==> src/rtl/shift_sequencer_if.sv <==
// shift_sequencer_if: request/response bundle between the control unit and
// the multi-cycle shifter.
//   start   : request, sampled only while the shifter is idle
//   op      : 00 SLL, 01 SRL, 10 SRA, 11 pass-through
//   operand : value to shift, captured on accept
//   shamt   : shift amount 0..31, captured on accept
//   busy    : high whenever the shifter is not idle
//   done    : one-cycle completion pulse; result valid while high
//   result  : registered result, held until the next done
// master = control unit side, slave = shifter side.
interface shift_sequencer_if #(
    parameter int unsigned Width = 32
);
    logic             start;
    logic [1:0]       op;
    logic [Width-1:0] operand;
    logic [4:0]       shamt;
    logic             busy;
    logic             done;
    logic [Width-1:0] result;

    modport master (
        output start, op, operand, shamt,
        input  busy, done, result
    );

    modport slave (
        input  start, op, operand, shamt,
        output busy, done, result
    );
endinterface

==> src/rtl/shift_sequencer.sv <==
// shift_sequencer: multi-cycle SLL/SRL/SRA unit built from a shift-by-2 step
// plus at most one shift-by-1 step.
// Ports:
//   clk   : rising-edge clock
//   rst_n : asynchronous active-low reset; aborts any operation in flight
//   bus   : shift_sequencer_if.slave (start/op/operand/shamt in,
//           busy/done/result out)
// Latency from the accepting edge N to the done pulse is
// L = floor(s/2) + (s mod 2) + 1 (s forced to 0 for pass-through).
module shift_sequencer #(
    parameter int unsigned Width = 32
) (
    input  logic                clk,
    input  logic                rst_n,
    shift_sequencer_if.slave    bus
);

    localparam logic [1:0] OpSll  = 2'b00;
    localparam logic [1:0] OpSrl  = 2'b01;
    localparam logic [1:0] OpSra  = 2'b10;
    localparam logic [1:0] OpPass = 2'b11;

    // StLoad is the first busy cycle after accept: it dispatches on the
    // latched count, which is what makes L one more than the step count.
    typedef enum logic [2:0] {
        StIdle,
        StLoad,
        StShift2,
        StShift1,
        StDone
    } state_e;

    state_e           state_q;
    logic [Width-1:0] work_q;
    logic [1:0]       op_q;
    logic [3:0]       cnt_q;
    logic             odd_q;
    logic             busy_q;
    logic             done_q;
    logic [Width-1:0] result_q;

    logic [Width-1:0] sh1;
    logic [Width-1:0] sh2;

    // One-step shift results; SRA fill replicates the current bit 31, which
    // still equals the original sign because every step preserves it.
    always_comb begin
        sh1 = work_q;
        sh2 = work_q;
        case (op_q)
            OpSll: begin
                sh1 = {work_q[Width-2:0], 1'b0};
                sh2 = {work_q[Width-3:0], 2'b00};
            end
            OpSrl: begin
                sh1 = {1'b0, work_q[Width-1:1]};
                sh2 = {2'b00, work_q[Width-1:2]};
            end
            OpSra: begin
                sh1 = {work_q[Width-1], work_q[Width-1:1]};
                sh2 = {{2{work_q[Width-1]}}, work_q[Width-1:2]};
            end
            default: begin
                sh1 = work_q;
                sh2 = work_q;
            end
        endcase
    end

    always_ff @(posedge clk or negedge rst_n) begin
        if (!rst_n) begin
            state_q  <= StIdle;
            work_q   <= '0;
            op_q     <= OpSll;
            cnt_q    <= '0;
            odd_q    <= 1'b0;
            busy_q   <= 1'b0;
            done_q   <= 1'b0;
            result_q <= '0;
        end else begin
            done_q <= 1'b0;
            case (state_q)
                StIdle: begin
                    if (bus.start) begin
                        work_q <= bus.operand;
                        op_q   <= bus.op;
                        if (bus.op == OpPass) begin
                            cnt_q <= '0;
                            odd_q <= 1'b0;
                        end else begin
                            cnt_q <= bus.shamt[4:1];
                            odd_q <= bus.shamt[0];
                        end
                        busy_q  <= 1'b1;
                        state_q <= StLoad;
                    end
                end
                StLoad: begin
                    if (cnt_q != 4'd0) begin
                        state_q <= StShift2;
                    end else if (odd_q) begin
                        state_q <= StShift1;
                    end else begin
                        state_q  <= StDone;
                        result_q <= work_q;
                        done_q   <= 1'b1;
                    end
                end
                StShift2: begin
                    work_q <= sh2;
                    cnt_q  <= cnt_q - 4'd1;
                    if (cnt_q == 4'd1) begin
                        if (odd_q) begin
                            state_q <= StShift1;
                        end else begin
                            state_q  <= StDone;
                            result_q <= sh2;
                            done_q   <= 1'b1;
                        end
                    end
                end
                StShift1: begin
                    work_q   <= sh1;
                    state_q  <= StDone;
                    result_q <= sh1;
                    done_q   <= 1'b1;
                end
                StDone: begin
                    busy_q  <= 1'b0;
                    state_q <= StIdle;
                end
                default: begin
                    state_q <= StIdle;
                    busy_q  <= 1'b0;
                end
            endcase
        end
    end

    assign bus.busy   = busy_q;
    assign bus.done   = done_q;
    assign bus.result = result_q;

endmodule

==> src/flat_wrapper.sv <==
// flat-port wrapper written by rule: the top's interface ports become plain ports
module shift_sequencer_flat 
#(
    parameter int unsigned Width = 32
)
  (clk, rst_n, bus_start, bus_op, bus_operand, bus_shamt, bus_busy, bus_done, bus_result);
  shift_sequencer_if #(.Width(Width)) bus_i ();
  input  logic clk;
  input  logic rst_n;
  input wire logic [$bits(bus_i.start)-1:0] bus_start;
  input wire logic [$bits(bus_i.op)-1:0] bus_op;
  input wire logic [$bits(bus_i.operand)-1:0] bus_operand;
  input wire logic [$bits(bus_i.shamt)-1:0] bus_shamt;
  output wire logic [$bits(bus_i.busy)-1:0] bus_busy;
  output wire logic [$bits(bus_i.done)-1:0] bus_done;
  output wire logic [$bits(bus_i.result)-1:0] bus_result;
  assign bus_i.start = bus_start;
  assign bus_i.op = bus_op;
  assign bus_i.operand = bus_operand;
  assign bus_i.shamt = bus_shamt;
  assign bus_busy = bus_i.busy;
  assign bus_done = bus_i.done;
  assign bus_result = bus_i.result;
  shift_sequencer #(.Width(Width)) u_core (.clk(clk), .rst_n(rst_n), .bus(bus_i));
endmodule
==> config.mk <==
export PLATFORM = sky130hd
export DESIGN_NAME = shift_sequencer_flat
export DESIGN_NICKNAME = d
export VERILOG_FILES = /design/src/rtl/shift_sequencer_if.sv /design/src/rtl/shift_sequencer.sv /design/src/flat_wrapper.sv
export SDC_FILE = /design/constraint.sdc
export NUM_CORES = 1
export LEC_CHECK = 0
export ABC_AREA = 1
export CORE_MARGIN = 2
export CORE_UTILIZATION = 50
export DETAILED_ROUTE_END_ITERATION = 8
export GPL_TIMING_DRIVEN = 0
export MAX_ROUTING_LAYER = met4
export PLACE_DENSITY_LB_ADDON = 0.1
export SLEW_MARGIN = 10
export SYNTH_ARGS = -nofsm -noshare
export SYNTH_HDL_FRONTEND = slang
export SYNTH_SLANG_ARGS = --single-unit
==> constraint.sdc <==
create_clock -name clk -period 2.87 [get_ports clk]
set_input_delay 0.7175 -clock clk [delete_from_list [all_inputs] [get_ports clk]]
set_output_delay 0.7175 -clock clk [all_outputs]
set_load 0.02 [all_outputs]
**M4 wires**

Scale bar: 20 um. Cells faint in the background.
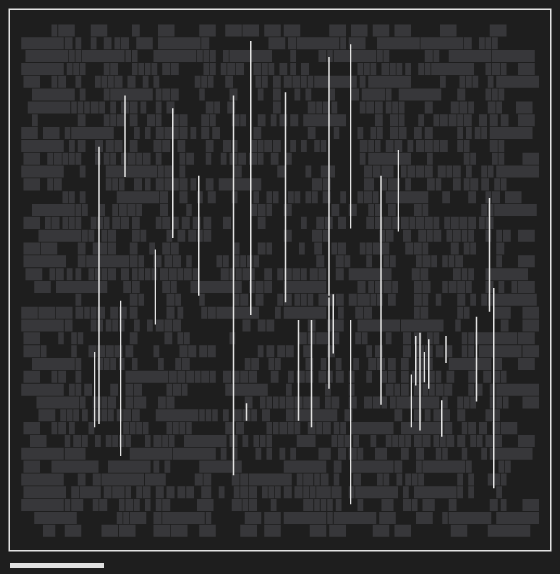
share of all routed wire: 3.8%
longest straight run: 80.2 um
wire length on this layer: 800 um
nets with wire on the layer: 23

**Met2 routing**

Cells faint in the background.
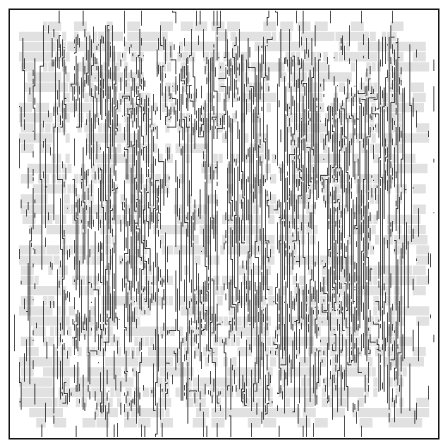
share of all routed wire: 46%
main direction: vertical
wire length on this layer: 9660 um

**Routed metal, one color a layer**

Only two layers are drawn.
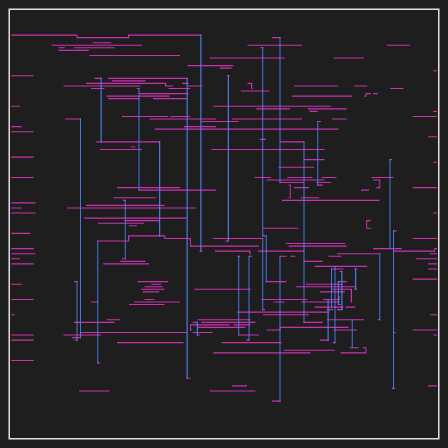
[magenta] met3 | wire length: 1700 um
[blue] met4 | wire length: 800 um

**Sizing map**

Scale bar: 20 um.
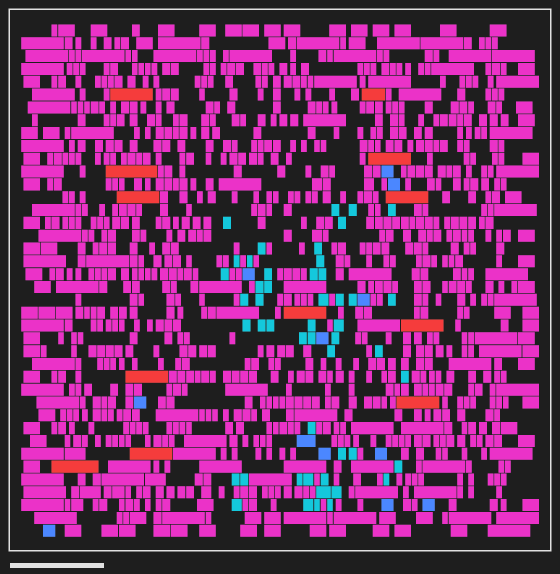
[red] drive 6 and up | cells: 12
[blue] drive 3 to 4 | cells: 12
[cyan] drive 2 | cells: 49
[magenta] drive 1 or less | cells: 1051

==> ci_impl_report.md <==
## Implementation flow summary

| Metric | Value |
|---|---|
| Outcome | finished, final reports clean |
| Placed cell area | about 7000 sq um |
| Count of instances resized after the clock tree is built | 0 |
| Height of the die | 114.5 um |
| Ys flop type | sky130_fd_sc_hd__dfrtp_1 |
| Area fraction in mux cells | 0% |
| Per-instance average area after synthesis | 5.910 sq um |
| Fill cell count | 1198 |
| Maximum root-to-sink buffer count | 2 |
| Gate Count Post-Synth | 1033 |
| Top cells excl fill/tap | sky130_fd_sc_hd__nand3_1, sky130_fd_sc_hd__nand2_1, sky130_fd_sc_hd__nor2_1 |
| Data arrival time at the worst-slack endpoint | 2.46 ns |
| Placeable core region | 11960 sq um |
| Via density per instance | approximately 5.7 |
| Clock transition at the register clock pins on the worst setup and hold paths after CTS | 0.06 ns |
| Met2 Wirelength | 9.659 mm |
| Number of search-and-repair iterations in the first detailed-routing pass | 6 |
| Destination of the critical timing path | u_core.work_q[7] |
| Die area | around 13000 sq um |
| Final Critical Period | between 2 and 2.5 ns |
| Startpoint of the worst-slack reg-to-reg timing path | u_core.state_q[0] |
| Boundary pin count | 76 |
| Overall die width | 114.5 um |
| Cell at the root of the clock tree | sky130_fd_sc_hd__clkbuf_16 |
| Pwr Density | 1406 nW/um^2 |
| Total wire length after detailed routing | 21.18 mm |
| Top cell types by occurrence after synthesis | sky130_fd_sc_hd__nand3_1, sky130_fd_sc_hd__nand2_1, sky130_fd_sc_hd__nor2_1 |
| Total power of the final layout | 10.34 mW |
| Yosys cell types | 21 |
| Routability-driven placement congestion ratio | roughly 0.99 |
| Worst-case clock skew | ~0.0064 ns |
| Global-route congestion overflow total | 0 |
| PnR worst setup slack | 0.6979 ns |
| Kind of cell adding the most delay to the critical path | buffers and inverters |
| Top area cells in the synthesized netlist | sky130_fd_sc_hd__dfrtp_1, sky130_fd_sc_hd__nand3_1, sky130_fd_sc_hd__nand2_1 |
| Biggest consumer | combinational logic |
| Fraction of post-synthesis cell area in the top cell type by area | 31.15% |
| Post-placement setup slack | roughly 0.4 ns |
| Setup repair after global routing missed its margin | false |
| Max-cap check violation count | 0 |
| Reported leakage power | 3.742 nW |
| HPWL after DPL | 15.34 mm |
| Synth async-reset ratio | 100.0% |
==> state kept, by name, summed over array words and instances, names as in the netlist <==
register	cells
u_core.op_q	2
u_core.bus.done	1
u_core.work_q	32
u_core.state_q	3
u_core.odd_q	1
u_core.bus.result	32
u_core.bus.busy	1
u_core.cnt_q	4
==> final cells by class <==
class / instances / area [sq um] / area share [%]
clock buffer: 11 / 242.7 / 3.299
multi-input combinational: 786 / 3487 / 47.40
buffer: 64 / 314.1 / 4.269
clock inverter: 4 / 50.05 / 0.6803
sequential: 76 / 1902 / 25.85
tap: 147 / 183.9 / 2.500
timing repair buffer: 76 / 775.7 / 10.54
inverter: 107 / 401.6 / 5.459
No activity file was given, so power comes from the tool's default toggle rates.
